**config.mk**
```make
export PLATFORM = sky130hd
export DESIGN_NAME = keccak_unpadder
export DESIGN_NICKNAME = d
export VERILOG_FILES = /design/src/rtl/keccak_unpadder.sv
export SDC_FILE = /design/constraint.sdc
export NUM_CORES = 1
export LEC_CHECK = 0
export CORE_ASPECT_RATIO = 1.2
export CORE_MARGIN = 2
export CORE_UTILIZATION = 45
export CTS_CLUSTER_DIAMETER = 50
export DETAILED_ROUTE_END_ITERATION = 16
export PLACE_DENSITY = 0.61
export SYNTH_ARGS = -nofsm -noshare
export SYNTH_HDL_FRONTEND = slang
export SYNTH_SLANG_ARGS = --single-unit
```
**constraint.sdc**
```tcl
create_clock -name clk -period 4.6 [get_ports clk]
set_input_delay 0.92 -clock clk [delete_from_list [all_inputs] [get_ports clk]]
set_output_delay 0.92 -clock clk [all_outputs]
set_load 0.01 [all_outputs]
```
**src/rtl/keccak_unpadder.sv**
```systemverilog
// keccak_unpadder: buffers one 9-word Keccak rate block, strips the pad10*1
// padding from a final block and re-emits the message words, flagging the
// last word with its byte count in the same convention the padder consumes.
module keccak_unpadder (
    input  logic        clk,
    input  logic        reset,
    input  logic [63:0] in,
    input  logic        in_valid,
    input  logic        in_last,
    output logic        in_ready,
    output logic [63:0] out,
    output logic        out_valid,
    input  logic        out_ready,
    output logic        out_last,
    output logic [2:0]  byte_num,
    output logic        pad_err
);
    typedef enum logic [1:0] {FILL = 2'd0, SCAN = 2'd1, EMIT = 2'd2} state_t;

    localparam logic [3:0] LAST_IDX = 4'd8;

    state_t      state_reg, state_next;
    logic [63:0] buffer [0:8];
    logic [3:0]  wcnt_reg, rcnt_reg, sidx_reg, eidx_reg;
    logic [2:0]  ebyte_reg;
    logic        final_reg, at_end_reg;
    logic [63:0] out_reg;
    logic        out_valid_reg, out_last_reg, pad_err_reg;
    logic [2:0]  byte_num_reg;

    logic        accept;
    logic [63:0] scan_word;
    logic [7:0]  byte_nz;
    logic [2:0]  top_byte;
    logic [7:0]  top_val;
    logic        scan_found, scan_fail, scan_next;
    logic        emit_load, emit_done, emit_last;
    logic [63:0] keep_mask, emit_word;

    assign accept    = (state_reg == FILL) && in_valid;
    assign in_ready  = (state_reg == FILL);
    assign out       = out_reg;
    assign out_valid = out_valid_reg;
    assign out_last  = out_last_reg;
    assign byte_num  = byte_num_reg;
    assign pad_err   = pad_err_reg;

    // Block storage; contents are only meaningful for indices below wcnt.
    always_ff @(posedge clk) begin
        if (accept) begin
            buffer[wcnt_reg] <= in;
        end
    end

    // Word under examination during the scan; the closing pad bit of word 8 is hidden.
    always_comb begin
        scan_word = buffer[sidx_reg];
        if (sidx_reg == LAST_IDX) begin
            scan_word[63] = 1'b0;
        end
    end

    generate
        for (genvar gi = 0; gi < 8; gi++) begin : g_byte_nz
            assign byte_nz[gi] = |scan_word[gi*8 +: 8];
        end
    endgenerate

    // Priority encoder: highest nonzero byte of the scanned word.
    always_comb begin
        top_byte = 3'd0;
        for (int i = 0; i < 8; i++) begin
            if (byte_nz[i]) begin
                top_byte = 3'(i);
            end
        end
        top_val = scan_word[{top_byte, 3'b000} +: 8];
    end

    // Scan step outcome: found the pad start, malformed padding, or keep walking down.
    always_comb begin
        scan_found = 1'b0;
        scan_fail  = 1'b0;
        scan_next  = 1'b0;
        if (state_reg == SCAN) begin
            if ((sidx_reg == LAST_IDX) && !buffer[LAST_IDX][63]) begin
                scan_fail = 1'b1;
            end else if (|byte_nz) begin
                if (top_val == 8'h01) begin
                    scan_found = 1'b1;
                end else begin
                    scan_fail = 1'b1;
                end
            end else if (sidx_reg == 4'd0) begin
                scan_fail = 1'b1;
            end else begin
                scan_next = 1'b1;
            end
        end
    end

    // Output word selection; pad bytes of the final word read as zero.
    always_comb begin
        emit_load = (state_reg == EMIT) && (!out_valid_reg || (out_ready && !at_end_reg));
        emit_done = (state_reg == EMIT) && out_valid_reg && out_ready && at_end_reg;
        emit_last = final_reg && (rcnt_reg == eidx_reg);
        keep_mask = (64'd1 << {ebyte_reg, 3'b000}) - 64'd1;
        emit_word = emit_last ? (buffer[rcnt_reg] & keep_mask) : buffer[rcnt_reg];
    end

    // State register.
    always_ff @(posedge clk or negedge reset) begin
        if (!reset) begin
            state_reg <= FILL;
        end else begin
            state_reg <= state_next;
        end
    end

    // Next-state logic.
    always_comb begin
        state_next = state_reg;
        case (state_reg)
            FILL: if (accept && (wcnt_reg == LAST_IDX)) state_next = final_reg ? SCAN : EMIT;
            SCAN: begin
                if (scan_fail) state_next = FILL;
                else if (scan_found) state_next = EMIT;
            end
            EMIT: if (emit_done) state_next = FILL;
            default: state_next = FILL;
        endcase
    end

    // Counters, scan results and registered output stage.
    always_ff @(posedge clk or negedge reset) begin
        if (!reset) begin
            wcnt_reg      <= 4'd0;
            rcnt_reg      <= 4'd0;
            sidx_reg      <= 4'd0;
            eidx_reg      <= 4'd0;
            ebyte_reg     <= 3'd0;
            final_reg     <= 1'b0;
            at_end_reg    <= 1'b0;
            out_reg       <= 64'd0;
            out_valid_reg <= 1'b0;
            out_last_reg  <= 1'b0;
            byte_num_reg  <= 3'd0;
            pad_err_reg   <= 1'b0;
        end else begin
            if (accept) begin
                wcnt_reg <= wcnt_reg + 4'd1;
                if (wcnt_reg == 4'd0) final_reg <= in_last;
                if (wcnt_reg == LAST_IDX) begin
                    eidx_reg <= LAST_IDX;
                    sidx_reg <= LAST_IDX;
                end
            end
            if (scan_next) sidx_reg <= sidx_reg - 4'd1;
            if (scan_found) begin
                eidx_reg  <= sidx_reg;
                ebyte_reg <= top_byte;
            end
            if (scan_fail) begin
                pad_err_reg <= 1'b1;
                wcnt_reg    <= 4'd0;
            end
            if (emit_load) begin
                out_reg       <= emit_word;
                out_valid_reg <= 1'b1;
                out_last_reg  <= emit_last;
                byte_num_reg  <= emit_last ? ebyte_reg : 3'd0;
                at_end_reg    <= (rcnt_reg == eidx_reg);
                rcnt_reg      <= rcnt_reg + 4'd1;
            end
            if (emit_done) begin
                out_reg       <= 64'd0;
                out_valid_reg <= 1'b0;
                out_last_reg  <= 1'b0;
                byte_num_reg  <= 3'd0;
                at_end_reg    <= 1'b0;
                rcnt_reg      <= 4'd0;
                wcnt_reg      <= 4'd0;
            end
        end
    end
endmodule
```
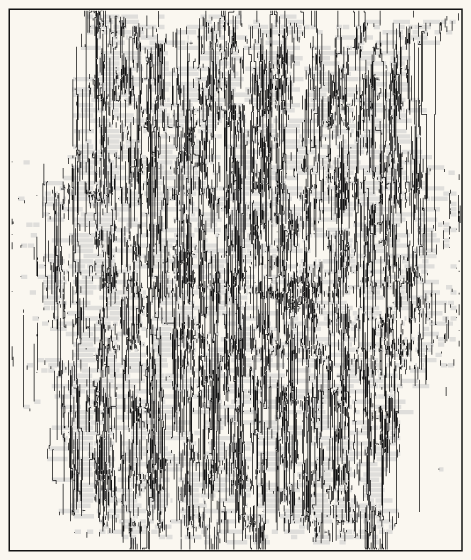
(run_1/m2.png)
- nets with wire on the layer: 1813
- main direction: vertical
- wire length on this layer: 38.2 mm
- longest straight run: 103 um
- share of all routed wire: 49%
met2 Use GR: 39.6%
routed wire length: 78.2 mm
routed vias: 17.5k

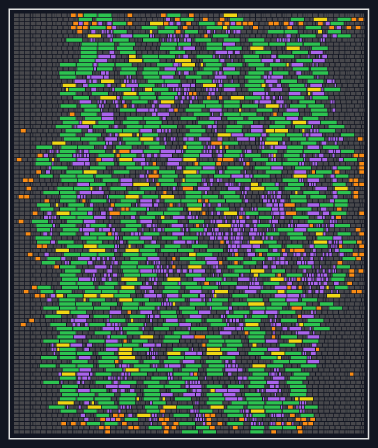
(run_1/class_map.png)
Fill, decap, tap and diode cells in gray.
- clock drivers and dummy loads: yellow (cells 126)
- remaining buffers and delay cells: orange (cells 204)
- remaining logic cells: purple (cells 1044)
- registers: green (cells 669)

==> impl_metrics.py, run 1 <==
# Synthesis and PnR figures
metrics = {
    "grt": {
        "antenna_found_initial": 3,
        "grt-busiest-layer": "met2",
        "grtUsageMet3_pct": 4.84,
        "grt_max_degree": 77,
    },
    "sta": {
        "min_period_ns": 4.06,
        "max_freq_mhz": 246,
        "slew_headroom_pct": 30.7,
        "finalWorstSetupSlack_ns": 0.538,
        "finalSetupTns_ns": 0,
    },
    "final_layout": {
        "inverters": 17,
        "logic_gates": 1027,
        "logic_area_um2": 8900,
        "seq_area_share_pct": 57.7,
        "fin_nets": 2063,
        "final_cells": 2876,
        "largest_reg_flops": 576,
        "comb_area_share_pct": 26.2,
        "seq_area_um2": 19600,
    },
    "place": {
        "dp_cells": 2749,
        "io_buffers": 139,
        "gp_congestion": 0.883,
        "place_worst_setup_slack_ns": 0.579,
    },
    "worst_setup_path": {
        "worst_path_largest_cell_delay_ns": 0.75,
        "worst_r2r_path_depth": 12,
        "critPathRequiredTime_ns": 5.12,
        "ff2ff_setup_slack_ns": 0.54,
    },
    "synthesis": {
        "yosysUniqueCellTypes": 74,
        "ys_top_cells_by_area": "edfxtp_1 60%, mux4_2 12%, dfrtp_1 8.0%",
        "largest_area_cell": "edfxtp_1",
        "simple_gate_area_share_pct": 8.08,
        "yosys_cells": 1822,
        "fp_nets": 1898,
        "yosys_area_um2": 29000,
        "ys_top_logic_family": "multiplexers",
        "ys_sh_mux_pct": 15.1,
        "adder_share_pct": 0.302,
        "ys_seq_share_pct": 67.6,
    },
    "outcome": {
        "status": "finished, final reports clean",
    },
    "die": {
        "rows": 102,
    },
    "clocking": {
        "post_cts_buffers": 0,
        "clockBufferDepth": 3,
        "root_buffer": "clkbuf_16",
        "cts_sinks": 669,
        "cts_tree": "built",
        "h-tree-depth": 3,
    },
    "drt": {
        "drcViolationCount": 0,
        "met1_length_mm": 31.3,
        "dr_wl_met3_mm": 5.80,
        "wl_met2_mm": 38.2,
    },
    "pwr": {
        "power_mw": 20.2,
        "combPwrFrac_pct": 30.6,
        "p_leak_nw": 11.1,
        "net-switching-power_mw": 6.42,
    },
}
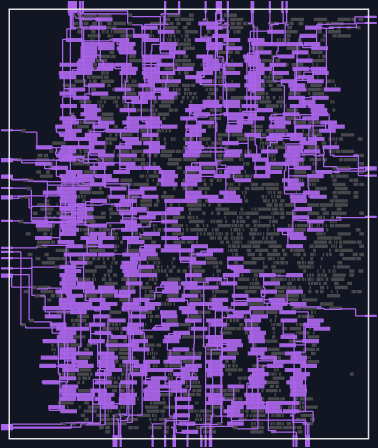
(run_1/port_trees.png)
- in: purple (bits 64; direction input; end cells 576; wire 9200 um)

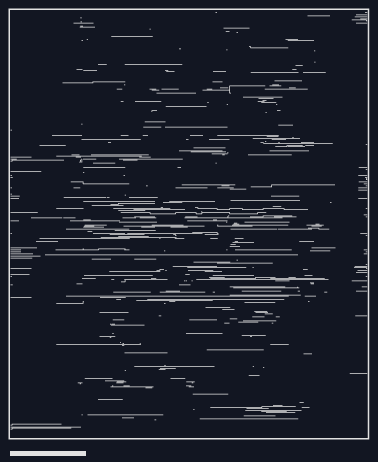
(run_1/m3.png)
Scale bar: 50 um.
- share of all routed wire: 7.4%
- main direction: horizontal
- nets with wire on the layer: 233
- longest straight run: 167 um
- wire length on this layer: 5800 um

==> run 2, diff against run 1 <==
CELL_PAD_IN_SITES_DETAIL_PLACEMENT = 1   (was default)
CELL_PAD_IN_SITES_GLOBAL_PLACEMENT = 2   (was default)
PLACE_DENSITY = 0.79   (was 0.61)
==> run 2 against run 1 <==
Net effect:
- sequential cell count is the same
- count of clock-buffer cells in the layout grew 6
- core utilization shrank 0.13 points
- register-to-register slack lost 0.09 ns
- fmax shrank 2.2%
- worst hold slack lost 0.18 ns
- routed wire length grew 7.4%
- clock skew grew 0.0080 ns
- clock power shrank 0.9%
- via count grew 1.3%
- critical path type unchanged
- largest cell class unchanged
==> impl_metrics.py, run 2 <==
# Synthesis and PnR figures
metrics = {
    "place": {
        "place_worst_setup_slack_ns": 0.543,
        "placed_area_um2": 31600,
        "dp_cells": 2736,
        "io_buffers": 139,
        "gp_congestion": 0.865,
    },
    "grt": {
        "grtUsageMet3_pct": 3.45,
        "grt_max_degree": 79,
        "grt_pass1_wl_mm": 127,
        "grt-ovfl-total": 0,
        "grt-busiest-layer": "met2",
        "met2_usage_pct": 45.2,
        "antenna_found_initial": 0,
        "grt_usage_pct": 25.7,
    },
    "synthesis": {
        "largest_area_cell": "edfxtp_1",
        "ys_top_cells_by_area": "edfxtp_1 60%, mux4_2 12%, dfrtp_1 8.0%",
        "synth_area_per_cell_um2": 15.9,
        "edf_count": 576,
        "yosys_area_um2": 29000,
        "ys_top_logic_family": "multiplexers",
        "ys_seq_share_pct": 67.6,
        "most_common_cell": "edfxtp_1",
        "adder_share_pct": 0.302,
        "yosys_cells": 1822,
        "fp_nets": 1898,
        "ys_sh_mux_pct": 15.1,
        "yosysUniqueCellTypes": 74,
        "xor_share_pct": 0.271,
        "simple_gate_area_share_pct": 8.08,
    },
    "sta": {
        "worstMarginPinSlew_ns": 0.994,
        "slew_headroom_pct": 33.8,
        "whs_ns": 0.296,
        "final-setup-viol-count": 0,
        "max_freq_mhz": 241,
        "finalWorstSetupSlack_ns": 0.446,
        "finalSetupTns_ns": 0,
        "min_period_ns": 4.15,
        "finClkSkew_ns": 0.0262,
        "rsz0062_at_grt": "no",
    },
    "worst_setup_path": {
        "worst_r2r_path_depth": 12,
        "worst_path_largest_cell_delay_ns": 0.74,
        "crit_fanout": 34,
        "path_buffers": 2,
        "endpoint": "ebyte_reg[1]",
        "ff2ff_setup_slack_ns": 0.45,
        "cpMaxStageDelayCell": "dfrtp_4",
        "cp.depth": 12,
        "cp_cell_sequence": "buf_12 > or2_2 > nor4_1 > nor4_1 > buf_4 > nor3_1 > o311ai_0 > a21o_2 > mux2i_1 > a21oi_2 > o22ai_4 > mux2_4",
        "critPathRequiredTime_ns": 5.09,
    },
    "final_layout": {
        "buffers": 191,
        "logic_gates": 1027,
        "seq_area_um2": 19600,
        "syn2layout_area_growth_pct": 16.9,
        "fin_nets": 2056,
        "comb_area_share_pct": 26.2,
        "largest_reg_flops": 576,
        "logic_area_um2": 8900,
        "inverters": 17,
    },
    "die": {
        "die_w_um": 236,
        "initCoreUtil_pct": 45.2,
        "die_h_um": 282,
        "die-area_um2": 66600,
    },
    "drt": {
        "drcViolationCount": 0,
        "drt-total-wl_mm": 84.0,
        "wl_met2_mm": 43.2,
        "highest_layer": "met4",
        "met1_length_mm": 34.4,
        "dr_wl_met3_mm": 4.04,
        "via_count": 17771,
        "viasPerCell": 6.19,
    },
    "outcome": {
        "status": "finished, final reports clean",
    },
    "pwr": {
        "pg_seq_mw": 8.09,
        "p_per_area_nw_per_um2": 595,
        "combPwrFrac_pct": 31.4,
        "net-switching-power_mw": 6.57,
        "swShare_pct": 32.5,
        "power_mw": 20.2,
        "intPower_mw": 13.6,
        "p_leak_nw": 11.1,
        "pwr-share-seq_pct": 40.1,
    },
    "worst_hold_path": {
        "hp-class": "input pin to async pin",
    },
    "clocking": {
        "cts_sinks": 669,
        "root_buffer": "clkbuf_16",
        "cts_tree": "built",
        "h-tree-depth": 3,
        "post_cts_buffers": 0,
        "clockBufferDepth": 3,
    },
}
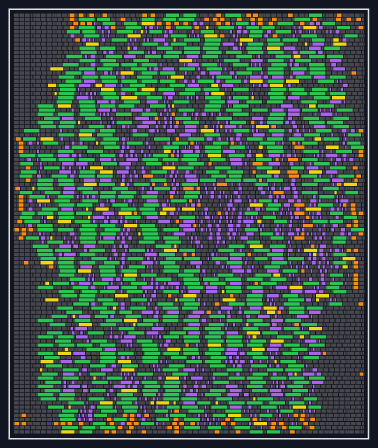
(run_2/class_map.png)
Fill, decap, tap and diode cells in gray.
- remaining logic cells: purple (cells 1044)
- clock drivers and dummy loads: yellow (cells 134)
- registers: green (cells 669)
- remaining buffers and delay cells: orange (cells 191)
Seq/total area: 57.9%
FP Rows: 102
final core area utilization: 52.9%

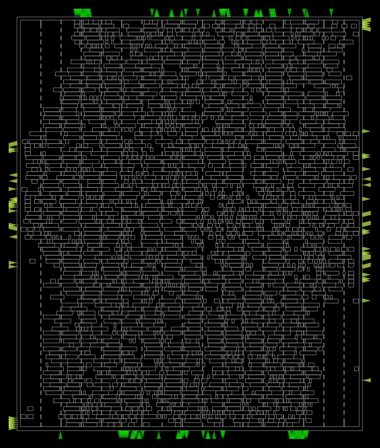
(run_2/placed.png)
Layout Cells excl Fill: 2870
n_taps: 832
flip-flops: 669
Filler Cells Inserted: 6004
core box area: 64200 um^2

==> run 3, diff against run 2 <==
MAX_ROUTING_LAYER = met4   (was default)
==> run 3 against run 2 <==
Net effect:
- critical endpoint unchanged
- total power barely moved
- sequential power barely moved
- fmax fell by 0.86%
==> impl_metrics.py, run 3 <==
# Synthesis and PnR figures
metrics = {
    "outcome": {
        "status": "finished, final reports clean",
    },
    "drt": {
        "viasPerCell": 6.20,
        "wl_met2_mm": 43.6,
        "drt-total-wl_mm": 84.3,
        "highest_layer": "met4",
        "dr_wl_met3_mm": 3.92,
        "met1_length_mm": 34.8,
    },
    "grt": {
        "grt_max_degree": 79,
        "grt-busiest-layer": "met2",
        "met2_usage_pct": 45.4,
        "grtUsageMet3_pct": 3.22,
        "grt_pass1_wl_mm": 127,
        "grt-ovfl-total": 0,
        "antenna_found_initial": 0,
        "grt_usage_pct": 26.5,
    },
    "sta": {
        "min_period_ns": 4.19,
        "rsz0062_at_grt": "no",
        "worstMarginPinSlew_ns": 0.998,
        "finalWorstSetupSlack_ns": 0.409,
        "slew_headroom_pct": 33.5,
        "finalSetupTns_ns": 0,
        "final-setup-viol-count": 0,
        "max_freq_mhz": 239,
    },
    "worst_setup_path": {
        "cp_cell_sequence": "buf_12 > or2_2 > nor4_1 > nor4_1 > buf_4 > nor3_1 > o311ai_0 > a21o_2 > mux2i_1 > a21oi_2 > o22ai_4 > mux2_4",
        "cp.depth": 12,
        "endpoint": "ebyte_reg[1]",
        "crit_fanout": 34,
        "critPathRequiredTime_ns": 5.09,
        "path_buffers": 2,
        "ff2ff_setup_slack_ns": 0.41,
        "worst_r2r_path_depth": 12,
        "worst_path_largest_cell_delay_ns": 0.75,
    },
    "worst_hold_path": {
        "hp-class": "input pin to async pin",
    },
    "final_layout": {
        "comb_area_share_pct": 26.2,
        "syn2layout_area_growth_pct": 16.9,
        "logic_gates": 1027,
        "final_util_pct": 52.9,
        "final_cells": 2870,
        "logic_area_um2": 8900,
        "buffers": 191,
        "inverters": 17,
        "ff_count": 669,
        "fin_nets": 2056,
    },
    "die": {
        "die_h_um": 282,
        "rows": 102,
        "initCoreUtil_pct": 45.2,
        "die_w_um": 236,
        "die-area_um2": 66600,
        "taps": 832,
        "core_um2": 64200,
    },
    "synthesis": {
        "yosys_area_um2": 29000,
        "synth_area_per_cell_um2": 15.9,
        "ys_sh_mux_pct": 15.1,
        "adder_share_pct": 0.302,
        "ys_top_logic_family": "multiplexers",
        "largest_area_cell": "edfxtp_1",
        "ys_top_cells_by_area": "edfxtp_1 60%, mux4_2 12%, dfrtp_1 8.0%",
        "simple_gate_area_share_pct": 8.08,
        "most_common_cell": "edfxtp_1",
        "xor_share_pct": 0.271,
        "fp_nets": 1898,
        "edf_count": 576,
        "yosysUniqueCellTypes": 74,
        "yosys_cells": 1822,
    },
    "pwr": {
        "combPwrFrac_pct": 31.4,
        "pwr-share-seq_pct": 40.1,
        "power_mw": 20.2,
        "p_leak_nw": 11.1,
        "swShare_pct": 32.6,
        "pg_seq_mw": 8.10,
        "p_per_area_nw_per_um2": 595,
        "intPower_mw": 13.6,
    },
    "clocking": {
        "root_buffer": "clkbuf_16",
        "cts_sinks": 669,
        "clockBufferDepth": 3,
        "post_cts_buffers": 0,
    },
    "place": {
        "gp_congestion": 0.879,
        "place_worst_setup_slack_ns": 0.543,
        "placed_area_um2": 31600,
        "io_buffers": 139,
        "dp_cells": 2736,
    },
}
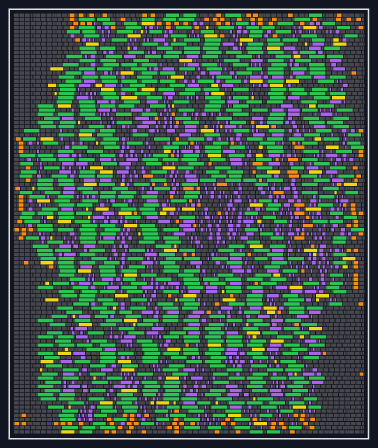
(run_3/class_map.png)
Fill, decap, tap and diode cells in gray.
- remaining logic cells: purple (cells 1044)
- clock drivers and dummy loads: yellow (cells 134)
- remaining buffers and delay cells: orange (cells 191)
- registers: green (cells 669)

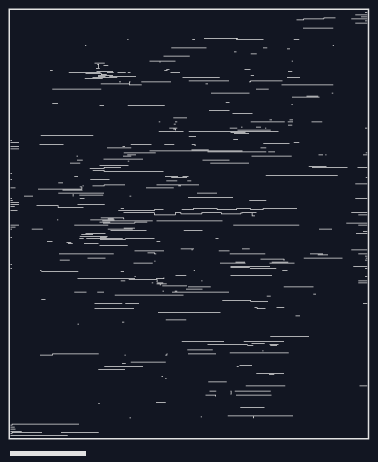
(run_3/m3.png)
Scale bar: 50 um.
- wire length on this layer: 3920 um
- share of all routed wire: 4.6%
- main direction: horizontal
- nets with wire on the layer: 200

Power and IR drop assume default switching activity.
